Design led_duty_sequencer, sky130hd; sources not shown.
**Clock wires, drivers and flops**

(2 px per micron)
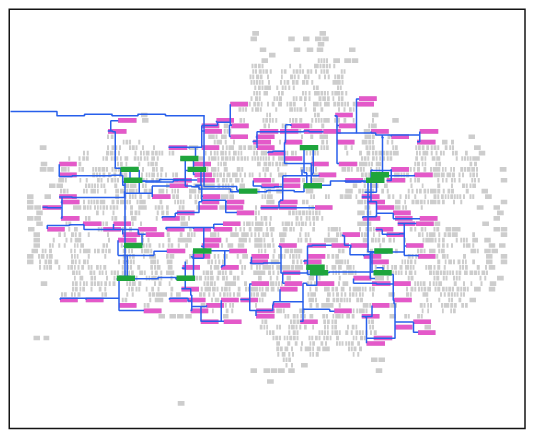
Key: clock wires = blue [length 2,120 microns]; clock-net drivers = green [count 17]; flip-flops = magenta [count 142]
There are 18 routed clock nets.
clock power share: 0.507
clk_lat worst skew: 0.43 ns
clock network power consumption: 1.15 mW

**Routed metal, one color a layer**

(1 px per micron)
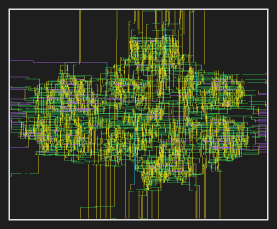
Key: M1 = green [wire length 17,400 microns]; M3 = purple [wire length 2,130 microns]; M2 = yellow [wire length 15,300 microns]; M4 = cyan [wire length 364 microns]
global-route usage over all layers: 0.128
DRT Wirelength: 35,200 microns

**Signal wires on met3**

(2 px per micron)
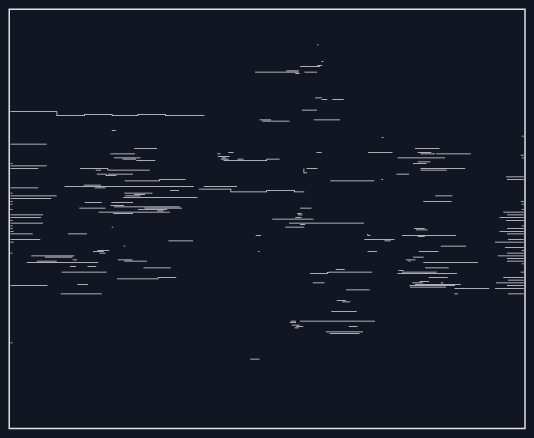
The layer carries 2,130 microns of wire. The longest straight run is 64.4 microns. 169 nets have wire on it. The layer holds 6.1% of the routed length.
via total after detailed routing: 11,800
met3 global-route usage: 0.0226

==> run notes <==
Implementation progress

The run finished with clean final reports. Leaving out fill and tap cells, the most frequent cells in the layout are sky130_fd_sc_hd__nand2_1, sky130_fd_sc_hd__nor2_1, sky130_fd_sc_hd__nand3_1. TritonCTS built the clock tree.

The number of non-clock buffers in the layout stands at about 110. Once placement finished, the instance area stood at 0.0130 sq mm. Per the run summary, max-cap violations total 0.

The tightest min-delay check is of the flop to flop type. As logged by OpenROAD, the buffers inserted on ports number a little over 100. The number of placement rows stands at 70. The register bit total from synthesis stands at between 100 and 150. Multi-input logic gates represent a cell area share of 0.508. The detailed-router iteration count before antenna repair stands at 5. The flow reported a cell area power density of about 170 mW/mm^2. In the Yosys report the total cell count is 1,786.

Combinational cells consume a total of a little over 0.03 mW. Yosys shows that the main logic family after synthesis is simple AND/OR/NAND/NOR gates. The register with the most flip-flops in the layout has ~84 of them. For this configuration, the core starts out at a cell density of 0.254. The count of synthesis-stage warnings from yosys stands at 0. In this run, the synthesized area fraction spent on AND-OR/OR-AND gates is recorded as 0.106. The worst path needs 3.38 ns of the cycle, external delays included. The number of cells on the worst reg-to-reg path stands at 10. The biggest area contributor in the post-synthesis netlist is sky130_fd_sc_hd__dfrtp_1. After synthesis, the mean cell area works out to between 6 and 7 sq um. In this run the remaining antenna-violating nets after routing total 0. In the routed design, unresolved DRC markers number 0. The number of global-route vias before repair stands at about 11,000. The first global-routing pass estimated 58,000 microns of wire. The portion of synthesized cell area occupied by the leading cell type stands at 0.237. Setup total negative slack on the finished layout was measured at 0 ns. The post-synthesis share of cell area spent on xor and xnor gates stands at 0.0346.

The chip area stands at between 0.05 and 0.06 sq mm. In this run the register-to-register setup slack is about 1.9 ns. Of the available clock period, the critical path in the final layout requires 0.638.

Warnings raised by the tools during the run amount to 36. The delay of the slowest critical-path stage stands at roughly 0.83 ns. Entering global routing, the biggest net connects 83 pins. The switching power stands at between 0.5 and 0.6 mW.
## per-layer routing
layer,vias to the layer above,part of all wire
met1,5545,0.50
li1,5905,-
met5,-,0
met4,0,0.010
met2,366,0.43
met3,22,0.061
## per-stage QoR
stage,power [mW],setup WS (ns),utilization
after global placement,1.14,2.02,0.284
after detailed placement,1.14,1.92,0.284
final,2.27,1.92,0.296
after floorplan,1.13,0.283,-
after CTS,2.31,1.92,0.296
after global routing,2.36,1.64,0.296
## worst register-to-register path: cells and delay by family, from the launching register on
family                   cells  cell delay (ns)
AND/OR/NAND/NOR              7             1.48
buffers and inverters        1             0.85
flip-flops                   1             0.42
adder cells (fa/ha/maj)      1             0.26
AND-OR/OR-AND                1             0.06
Power figures rest on the tool's default switching activity, not on a simulated workload.
